===== config.mk =====
export PLATFORM = sky130hd
export DESIGN_NAME = dez_akkumulator
export DESIGN_NICKNAME = d
export VERILOG_FILES = /design/src/rtl/dez_pkg.sv /design/src/rtl/dez_stelle.sv /design/src/rtl/dez_akkumulator.sv
export SDC_FILE = /design/constraint.sdc
export NUM_CORES = 1
export LEC_CHECK = 0
export CAP_MARGIN = 20
export CORE_ASPECT_RATIO = 1.5
export CORE_UTILIZATION = 50
export CTS_BUF_LIST = sky130_fd_sc_hd__clkbuf_4
export CTS_CLUSTER_DIAMETER = 120
export DETAILED_ROUTE_END_ITERATION = 6
export GPL_TIMING_DRIVEN = 0
export PLACE_DENSITY = 0.73
export SYNTH_ARGS = -nofsm -noshare
export SYNTH_HDL_FRONTEND = slang
export SYNTH_SLANG_ARGS = --single-unit

===== constraint.sdc =====
create_clock -name clk -period 3.5 [get_ports clk]
set_input_delay 0.35 -clock clk [delete_from_list [all_inputs] [get_ports clk]]
set_output_delay 0.35 -clock clk [all_outputs]
set_load 0.03 [all_outputs]

===== src/rtl/dez_pkg.sv =====
// dez_pkg: shared types and constants for the decimal accumulator.
// FSM states, card operation codes, timing-chain index points and a
// BCD successor helper used by every accumulator place.
package dez_pkg;

  typedef enum logic [1:0] {
    S_IDLE,
    S_READ,
    S_CARRY
  } state_t;

  typedef enum logic [1:0] {
    OP_NONE,
    OP_ADD,
    OP_SUB
  } op_t;

  // Index points delivered by the timing chain with each strobe.
  localparam logic [3:0] T_INIT  = 4'd12;
  localparam logic [3:0] T_FIRST = 4'd9;
  localparam logic [3:0] T_LAST  = 4'd0;

  // Mod-10 successor of one BCD place.
  function automatic logic [3:0] bcd_succ(input logic [3:0] v);
    return (v == 4'd9) ? 4'd0 : v + 4'd1;
  endfunction

endpackage


===== src/rtl/dez_stelle.sv =====
// dez_stelle: one decimal place of the accumulator.
// Holds the BCD counter, the hole latch of the current card column and
// the pending-carry flag that the next place consumes in the carry phase.
module dez_stelle
  import dez_pkg::*;
(
  input  logic       clk,
  input  logic       reset,
  input  logic       clear,      // zero the place
  input  logic       init,       // card start: forget hole and carry
  input  logic       read_stb,   // index-point strobe 9..0 during READ
  input  logic       sub,        // current card subtracts
  input  logic       last,       // this strobe is index point 0
  input  logic       hole,       // brush hole for this column
  input  logic       carry_in,   // carry from the place below
  input  logic       carry_ack,  // the place above took our carry
  output logic [3:0] bcd,
  output logic       carry_pend
);

  logic hole_seen;
  logic count;
  logic wrap;

  // Decide whether this place counts one step in the current cycle.
  always_comb begin
    // NOTE: every combinational output gets a default first so no latch is inferred.
    count = carry_in;
    if (read_stb) begin
      // Subtraction never counts on index point 0, so a blank column
      // yields 9 exactly like a hole in the 0 row.
      if (sub) count = !hole_seen && !hole && !last;
      else     count = hole_seen;
    end
    wrap = count && (bcd == 4'd9);
  end

  // Place register, hole latch and pending carry.
  always_ff @(posedge clk or negedge reset) begin
    if (!reset) begin
      // NOTE: sequential state uses non-blocking assignments only.
      bcd        <= 4'd0;
      hole_seen  <= 1'b0;
      carry_pend <= 1'b0;
    end else begin
      if (clear)      bcd <= 4'd0;
      else if (count) bcd <= bcd_succ(bcd);

      if (init)                  hole_seen <= 1'b0;
      else if (read_stb && hole) hole_seen <= 1'b1;

      // A consumed carry and a fresh wrap may coincide; the wrap wins.
      if (init) carry_pend <= 1'b0;
      else      carry_pend <= (carry_pend && !carry_ack) || wrap;
    end
  end

endmodule


===== src/rtl/dez_akkumulator.sv =====
// dez_akkumulator: parametrised BCD card accumulator.
// Adds or subtracts one card per card cycle, then runs a sequenced carry
// phase. Define DEZ_END_AROUND_CARRY_EN to feed the top-place carry of a
// subtract card back into place 0 (nines-complement end-around carry);
// otherwise every top-place carry is discarded and sets overflow.
module dez_akkumulator
  import dez_pkg::*;
#(
  parameter int DIGITS = 12
) (
  input  logic                  clk,
  input  logic                  reset,
  input  logic                  time_strobe,
  input  logic [3:0]            time_idx,
  input  logic [DIGITS-1:0]     data,
  input  logic                  add_req,
  input  logic                  sub_req,
  input  logic                  clr,
  output logic [4*DIGITS-1:0]   digits,
  output logic                  busy,
  output logic                  done,
  output logic                  is_zero,
  output logic                  is_nines,
  output logic                  overflow
);

  state_t            state;
  op_t               op;
  logic              clr_pend;

  logic              start;
  logic              do_clear;
  logic              read_stb;
  logic              last_stb;
  logic              in_carry;
  logic              op_sub;
  logic              top_carry;
  logic              wrap_around;
  logic              ovf_set;
  logic              all_zero;
  logic              all_nines;
  logic [DIGITS-1:0] pend;
  logic [DIGITS-1:0] carry_in;
  logic [DIGITS-1:0] carry_ack;
  logic [3:0]        place_bcd [DIGITS];

  // Sequencing controls shared by all places.
  always_comb begin
    start     = (state == S_IDLE) && time_strobe && (time_idx == T_INIT)
                && (add_req ^ sub_req);
    // A held clear lands in IDLE before any new card is started.
    do_clear  = (state == S_IDLE) && (clr || clr_pend);
    read_stb  = (state == S_READ) && time_strobe && (time_idx <= T_FIRST);
    last_stb  = read_stb && (time_idx == T_LAST);
    in_carry  = (state == S_CARRY);
    op_sub    = (op == OP_SUB);
    top_carry = in_carry && pend[DIGITS-1];
`ifdef DEZ_END_AROUND_CARRY_EN
    wrap_around = top_carry && op_sub;
    ovf_set     = top_carry && !op_sub;
`else
    wrap_around = 1'b0;
    ovf_set     = top_carry;
`endif
    // Every pending carry is taken in the carry phase; the top one goes
    // either around to place 0 or out as overflow.
    carry_in  = in_carry ? {pend[DIGITS-2:0], wrap_around} : '0;
    carry_ack = in_carry ? pend : '0;
  end

  for (genvar i = 0; i < DIGITS; i++) begin : g_stelle
    dez_stelle u_stelle (
      .clk        (clk),
      .reset      (reset),
      .clear      (do_clear),
      .init       (start),
      .read_stb   (read_stb),
      .sub        (op_sub),
      .last       (last_stb),
      .hole       (data[i]),
      .carry_in   (carry_in[i]),
      .carry_ack  (carry_ack[i]),
      .bcd        (place_bcd[i]),
      .carry_pend (pend[i])
    );
  end

  // Pack the places and evaluate the zero / all-nines analysis.
  always_comb begin
    digits    = '0;
    all_zero  = 1'b1;
    all_nines = 1'b1;
    for (int i = 0; i < DIGITS; i++) begin
      digits[4*i +: 4] = place_bcd[i];
      if (place_bcd[i] != 4'd0) all_zero  = 1'b0;
      if (place_bcd[i] != 4'd9) all_nines = 1'b0;
    end
  end

  // Card-cycle FSM with registered status outputs.
  always_ff @(posedge clk or negedge reset) begin
    if (!reset) begin
      state    <= S_IDLE;
      op       <= OP_NONE;
      clr_pend <= 1'b0;
      busy     <= 1'b0;
      done     <= 1'b0;
      overflow <= 1'b0;
      is_zero  <= 1'b1;
      is_nines <= 1'b0;
    end else begin
      done     <= 1'b0;
      is_zero  <= all_zero;
      is_nines <= all_nines;

      if (state != S_IDLE && clr) clr_pend <= 1'b1;
      else if (do_clear)          clr_pend <= 1'b0;

      if (do_clear)     overflow <= 1'b0;
      else if (ovf_set) overflow <= 1'b1;

      case (state)
        S_IDLE: begin
          if (start) begin
            state <= S_READ;
            busy  <= 1'b1;
            op    <= add_req ? OP_ADD : OP_SUB;
          end
        end
        S_READ: begin
          if (last_stb) state <= S_CARRY;
        end
        S_CARRY: begin
          if (pend == '0) begin
            state <= S_IDLE;
            busy  <= 1'b0;
            done  <= 1'b1;
            op    <= OP_NONE;
          end
        end
        default: begin
          state <= S_IDLE;
          busy  <= 1'b0;
        end
      endcase
    end
  end

endmodule


==> images/metal_stack.png <==
Bar = 20 um. Only two layers are drawn.
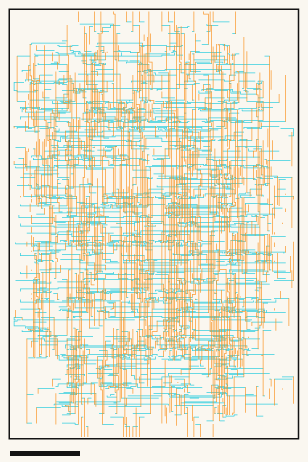
legend:
  cyan:
    layer: met1
    wire_length: 5600 um
  orange:
    layer: met2
    wire_length: 6950 um
Vias: 4408
GRT Total Usage: 0.294

==> images/pdn.png <==
Bar = 20 um. Pins as bars on the die edge.
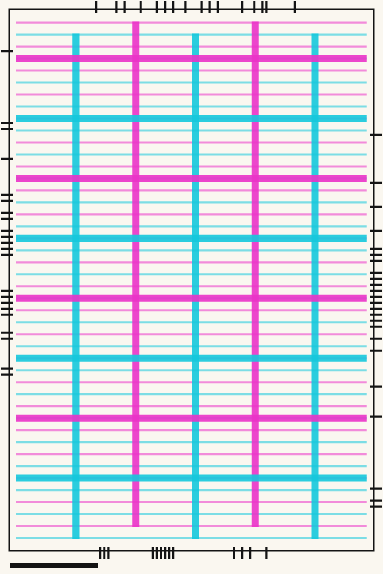
legend:
  magenta:
    net: VDD
  cyan:
    net: VSS
met1 rails: 44
signal pins: 75
met4 straps: 5
rows: 43
met5 straps: 8
core area: 9310 um^2
worst vdd ir: 373 uV
Die Ht: 123 um
Die X-Extent: 82.4 um

==> images/met3.png <==
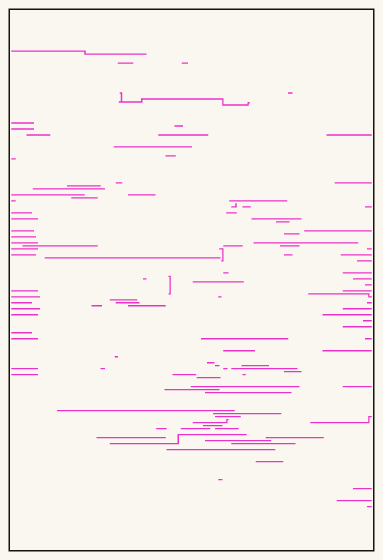
wire length on this layer: 903 um
longest straight run: 40.0 um
share of all routed wire: 6.5%
nets with wire on the layer: 88
final wirelength: 13.9 mm
met3 Resource Use GR: 0.0446

-- worst min path at each step --
stage	start	end	cells past startpoint
6_report	reset	g_stelle[7].u_stelle.bcd[2]$_DFFE_PN0P_	2
4_1_cts	reset	g_stelle[7].u_stelle.bcd[2]$_DFFE_PN0P_	2
3_3_place_gp	busy$_DFFE_PN0P_	busy$_DFFE_PN0P_	1
5_1_grt	reset	g_stelle[7].u_stelle.bcd[2]$_DFFE_PN0P_	2
2_1_floorplan	reset	busy$_DFFE_PN0P_	0
3_5_place_dp	reset	g_stelle[7].u_stelle.bcd[2]$_DFFE_PN0P_	1
-- per-layer routing --
layer | share of wire | track usage | vias to the layer above
li1 | - | - | 2044
met1 | 0.40 | 0.357 | 2166
met2 | 0.50 | 0.491 | 167
met3 | 0.065 | 0.0446 | 31
met4 | 0.032 | 0.159 | 0
met5 | 0 | 0 | -
-- cells by family (layout without fill, tap and decap cells) --
group / count (synthesis) / in the layout / share of synthesized area
mux: 12 / 12 / 0.0266
compound gates: 123 / 123 / 0.187
flops: 82 / 82 / 0.424
other cells: 0 / 1 / 0
buf+inv: 55 / 147 / 0.0452
xor+xnor: 1 / 1 / 0.00181
fa+ha+maj: 36 / 36 / 0.0930
simple gates: 211 / 211 / 0.222
-- report_power, final --
part	switching (mW)	internal (mW)	leakage (nW)
clock	0.355	0.290	0.0901
sequential	0.161	1.09	1.09
combinational	0.656	0.428	1.42
total	1.17	1.80	2.60
-- critical path: stages, from the launching register on --
cell      delay (ns)
dfrtp_1         0.38
buf_2           0.16
nor3_1          0.85
clkbuf_1        0.50
clkbuf_1        0.59
nor2_1          0.12
==> qor.yml <==
setup_path:
  r2r_slack_ns: 0.76
  r2r-start: "state[0]$_DFFE_PN0P_"
  crit_path_end: "g_stelle[3].u_stelle.bcd[0]$_DFFE_PN0P_"
  required_ns: 3.82
  crit_type: "register to register"
  r2r_cells: 5
  crit_arrival_ns: 3.06
  crit_start: "state[0]$_DFFE_PN0P_"
  cp-start-kind: "register"
  reg2reg_to: "g_stelle[3].u_stelle.bcd[0]$_DFFE_PN0P_"
  crit_path_end_kind: "register"
yosys:
  yosys_warnings: 0
  synth-main-ff-cell: "dfrtp_1"
  ys_ff: 82
  synth-edff-count: 0
  top_area_cell: "dfrtp_1"
  syn-instance-count: 520
  ys_async_sr_fraction: 1.00
  netlist_area_um2: 4840
  ys_cells: 520
  top_cells_by_count: "81 x dfrtp_1, 63 x nor2_1, 54 x nand2_1"
  ys_types: 49
  synth_area_per_cell_um2: 9.31
die:
  well_tap_count: 112
  rows: 43
  initCoreUtil: 0.520
  dieArea_um2: 10100
clocking:
  cts_root_buffer: "clkbuf_4"
  cts_hold_buf: 1
  cts.sinks: 82
  postCtsSetupBuffers: 0
  h-tree-depth: 3
  clkLatencyLatePin_ns: 0.46
  clk_path_buf_depth: 2
  cts_made_buffers: 9
  cts_resized: 0
  cts_tree: "built"
finish:
  diodes: 1
  inverters: 33
  comb-cell-share: 0.434
  n_fill_cell: 803
  logic_gates: 383
  fin_util: 0.636
  most-common-layout-cells: "81 x dfrtp_1, 73 x clkdlybuf4s50_1, 63 x nor2_1, 54 x nand2_1, 36 x ha_1"
  area_growth_pct: 22.3
  lay_top_count: "dfrtp_1"
  regArea_um2: 2050
  n_clock_buffer: 9
  fin_nets: 665
  final-comb-area_um2: 2570
  largestClassByArea: "multi-input combinational cells"
  reg_top3: "g_stelle.u_stelle.bcd: 48 flops, g_stelle.u_stelle.carry_pend: 12 flops, g_stelle.u_stelle.hole_seen: 12 flops"
  layout-drive-gt1-share: 0.0719
  buffer_area_frac: 0.147
  fin_cells: 725
  buffers: 98
  seq-cell-share: 0.347
pwr:
  power_mw: 2.98
  powerDensity_nw_per_um2: 503
  p_leak_nw: 2.60
sta:
  worst_pin_slew_ns: 1.08
  period_needed_ns: 2.74
  rsz0062_at_grt: "no"
  fin_tns_setup_ns: 0
  slew_headroom: 0.277
  hold_violations: 0
  slew_viol_final: 0
  setup_viol: 0
  worst_slack_ns: 0.764
  skew_ns: 0.0147
drt:
  wl_per_cell_um: 19.2
  viasPerCell: 6.08
  final_antenna_net_count: 0
  drt_iter0_drc: 345
  drc: 0
place:
  dpl_cell_area_um2: 5750
  post-place-ws_ns: 0.464
  port_buffers: 74
run_status:
  status: "finished clean"
global_route:
  overflow: 0
  grt_max_degree: 69
  grt_pass1_vias: 4347
  grt_pass1_wl_mm: 21.6
flow_run:
  openroad.warnings: 50
  max-cap-violations: 0
hold_path:
  hp-class: "primary input to asynchronous set/reset pin"
Power figures rest on the tool's default switching activity, not on a simulated workload.
